`config.mk`:
```
export PLATFORM = sky130hd
export DESIGN_NAME = rd_data_fifo_sc
export DESIGN_NICKNAME = d
export VERILOG_FILES = /design/src/rtl/rd_data_fifo_sc.sv
export SDC_FILE = /design/constraint.sdc
export NUM_CORES = 2
export LEC_CHECK = 0
export CORE_AREA = 8 8 395 397
export CTS_CLUSTER_SIZE = 14
export DETAILED_ROUTE_END_ITERATION = 10
export DIE_AREA = 0 0 403 405
export PLACE_DENSITY = 0.75
export SLEW_MARGIN = 10
export SYNTH_ARGS = -nofsm -noshare
export SYNTH_HDL_FRONTEND = slang
export SYNTH_SLANG_ARGS = --single-unit
```
`constraint.sdc`:
```
create_clock -name clk -period 13.6 [get_ports clk]
set_clock_uncertainty 0.05 [all_clocks]
set_input_delay 2.72 -clock clk [delete_from_list [all_inputs] [get_ports clk]]
set_output_delay 2.72 -clock clk [all_outputs]
set_load 0.01 [all_outputs]
```
`src/rtl/rd_data_fifo_sc.sv`:
```
// Single-clock read-data FIFO between the DDR2 read-capture path and the user read port.
// Status flags are registered from the next occupancy so they always agree with data_cnt.
module rd_data_fifo_sc #(
   parameter  int DATA_WIDTH = 128,
   parameter  int DEPTH      = 16,
   parameter  int AF_THRESH  = 12,
   parameter  int AE_THRESH  = 2,
   parameter  int BURST_LEN  = 8,
   parameter  int AUTO_DRAIN = 0,
   localparam int AW         = $clog2(DEPTH)
) (
   input  logic                  clk,
   input  logic                  reset,
   input  logic [DATA_WIDTH-1:0] din,
   input  logic                  din_vd,
   input  logic                  rd_en,
   input  logic                  err_clr,
   output logic [DATA_WIDTH-1:0] dout,
   output logic                  dout_vd,
   output logic                  full,
   output logic                  almost_full,
   output logic                  empty,
   output logic                  almost_empty,
   output logic                  burst_rdy,
   output logic [AW:0]           data_cnt,
   output logic                  overflow,
   output logic                  underflow
);

   localparam logic [AW:0] CNT_FULL  = (AW+1)'(DEPTH);
   localparam logic [AW:0] CNT_AF    = (AW+1)'(AF_THRESH);
   localparam logic [AW:0] CNT_AE    = (AW+1)'(AE_THRESH);
   localparam logic [AW:0] CNT_BURST = (AW+1)'(BURST_LEN);

   logic [DATA_WIDTH-1:0] mem [DEPTH];
   logic [AW-1:0]         wr_ptr;
   logic [AW-1:0]         rd_ptr;
   logic                  rd_req;
   logic                  wr_acc;
   logic                  rd_acc;
   logic [AW:0]           cnt_next;
   logic                  overflow_set;
   logic                  underflow_set;

   // Accept decisions use only the pre-edge flags: no fall-through, no write-into-freed-slot.
   always_comb begin
      rd_req        = (AUTO_DRAIN != 0) ? !empty : rd_en;
      wr_acc        = din_vd & !full;
      rd_acc        = rd_req & !empty;
      cnt_next      = data_cnt + (AW+1)'(wr_acc) - (AW+1)'(rd_acc);
      overflow_set  = din_vd & full;
      underflow_set = (AUTO_DRAIN == 0) & rd_en & empty;
   end

   always_ff @(posedge clk) begin
      if (wr_acc && !reset) begin
         mem[wr_ptr] <= din;
      end
   end

   always_ff @(posedge clk) begin
      if (reset) begin
         wr_ptr       <= '0;
         rd_ptr       <= '0;
         data_cnt     <= '0;
         dout         <= '0;
         dout_vd      <= 1'b0;
         full         <= 1'b0;
         almost_full  <= 1'b0;
         empty        <= 1'b1;
         almost_empty <= 1'b1;
         burst_rdy    <= 1'b0;
      end else begin
         if (wr_acc) begin
            wr_ptr <= wr_ptr + AW'(1);
         end
         if (rd_acc) begin
            rd_ptr <= rd_ptr + AW'(1);
            dout   <= mem[rd_ptr];
         end
         dout_vd      <= rd_acc;
         data_cnt     <= cnt_next;
         full         <= (cnt_next == CNT_FULL);
         almost_full  <= (cnt_next >= CNT_AF);
         empty        <= (cnt_next == '0);
         almost_empty <= (cnt_next <= CNT_AE);
         burst_rdy    <= (cnt_next >= CNT_BURST);
      end
   end

   // A new error in the same cycle as err_clr keeps the flag set.
   always_ff @(posedge clk) begin
      if (reset) begin
         overflow  <= 1'b0;
         underflow <= 1'b0;
      end else begin
         if (overflow_set) begin
            overflow <= 1'b1;
         end else if (err_clr) begin
            overflow <= 1'b0;
         end
         if (underflow_set) begin
            underflow <= 1'b1;
         end else if (err_clr) begin
            underflow <= 1'b0;
         end
      end
   end

endmodule

```
Routed metal per tile:
The die is cut into 20 by 20 equal tiles; dark blue is low, red is high, scaled to the fullest tile. Values are wire area over tile area, all layers added.
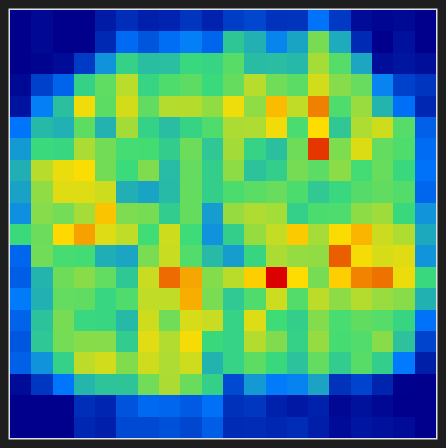
- mean over tiles: 0.17
- tiles over half the peak: 46%
- fullest tile: 0.41
- nearly empty tiles: 7.2%

Sizing map:
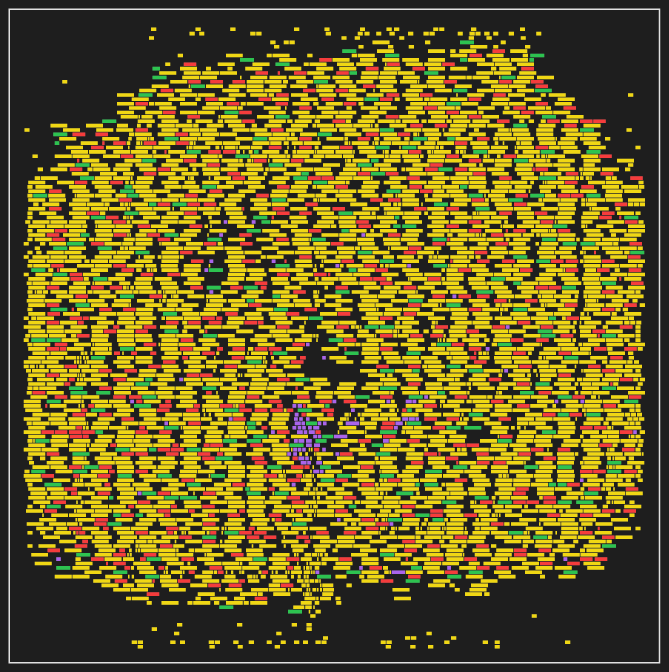
- drive 2: red (cells 617; share 15%; most used mux4_2)
- drive 1 or less: yellow (cells 3121; share 76%; most used edfxtp_1)
- drive 3 to 4: purple (cells 88; share 2.1%; most used buf_4)
- drive 6 and up: green (cells 269; share 6.6%; most used clkbuf_16)

==> impl_metrics.yaml <==
# physical design summary
cells_and_area:
  comb_share: 0.174
  largest_reg_flops: 2048
  fin_nets: 4059
  clk_share: 0.0716
  comb_area_mm2: 0.0163
  dominant-cell-class: "flip-flops and latches"
  layout-drive-gt1-share: 0.238
  final_cell_mix: "edfxtp_1, mux4_2, clkdlybuf4s50_1, clkbuf_16, dfxtp_1"
  fill_cells: 9823
  buffers: 343
  buffer_area_frac: 0.0359
critical_path:
  r2r_start: "full"
  arrival_ns: 6.86
  startpoint_type: "input port"
  startpoint: "din_vd"
  critPathTopFamily: "buffers and inverters"
  path_class: "input port to register"
  end_kind: "register"
placement:
  place_hpwl_um: 94700
  place_congestion: 0.725
  dp.cells: 5654
  portBuffers: 273
  dp_worst_setup_slack_ns: 6.28
cts:
  cts_setup_buffers: 0
  worstSkewPairLatency_ns: 0.82
  cts.sinks: 2197
  clk_pin_slew_ns: 0.06
  cts_hold_buf: 0
final_timing:
  hold_violations: 0
  period_needed_ns: 6.48
  slew_headroom: 0.229
  tightest_slew_ns: 1.15
die:
  taps: 1944
  fp_util: 0.548
  ios: 274
logic_synthesis:
  synth_cell_type_count: 38
  synth.area.top_cells: "edfxtp_1, mux4_2, dfxtp_1"
  mux_share: 0.162
  synth_nets: 3701
  top_cells_by_count: "edfxtp_1, mux4_2, dfxtp_1, nand2_1, mux2i_1"
  synth.avg_cell_area_um2: 23.0
  ys_cells: 3557
  ff_type: "edfxtp_1"
  ys_sh_simple: 0.00923
  ys.flops: 2197
  synth.most_common_cell: "edfxtp_1"
detailed_routing:
  drc: 0
  met2_length_um: 89700
  vias: 37400
  topRoutingLayerUsed: "met5"
  viasPerCell: 6.19
  met3WireLength_um: 12700
run_status:
  outcome: "finished, final reports clean"
worst_hold_path:
  min_to: "dout[87]"
  worstHoldStart: "dout[87]"
  hold_class: "register to register"
  hold_path_depth: 2
power:
  p_int_mw: 11.8
  seq_power_share: 0.504
  power.leakage_nw: 29.0
  power_density_mw_per_mm2: 165
  pg_seq_mw: 7.76
  p_sw_frac: 0.232
grt:
  grtUsageMet3: 0.0404
  busiest_layer: "met2"
job:
  cap_violations: 0
Power figures rest on the tool's default switching activity, not on a simulated workload.
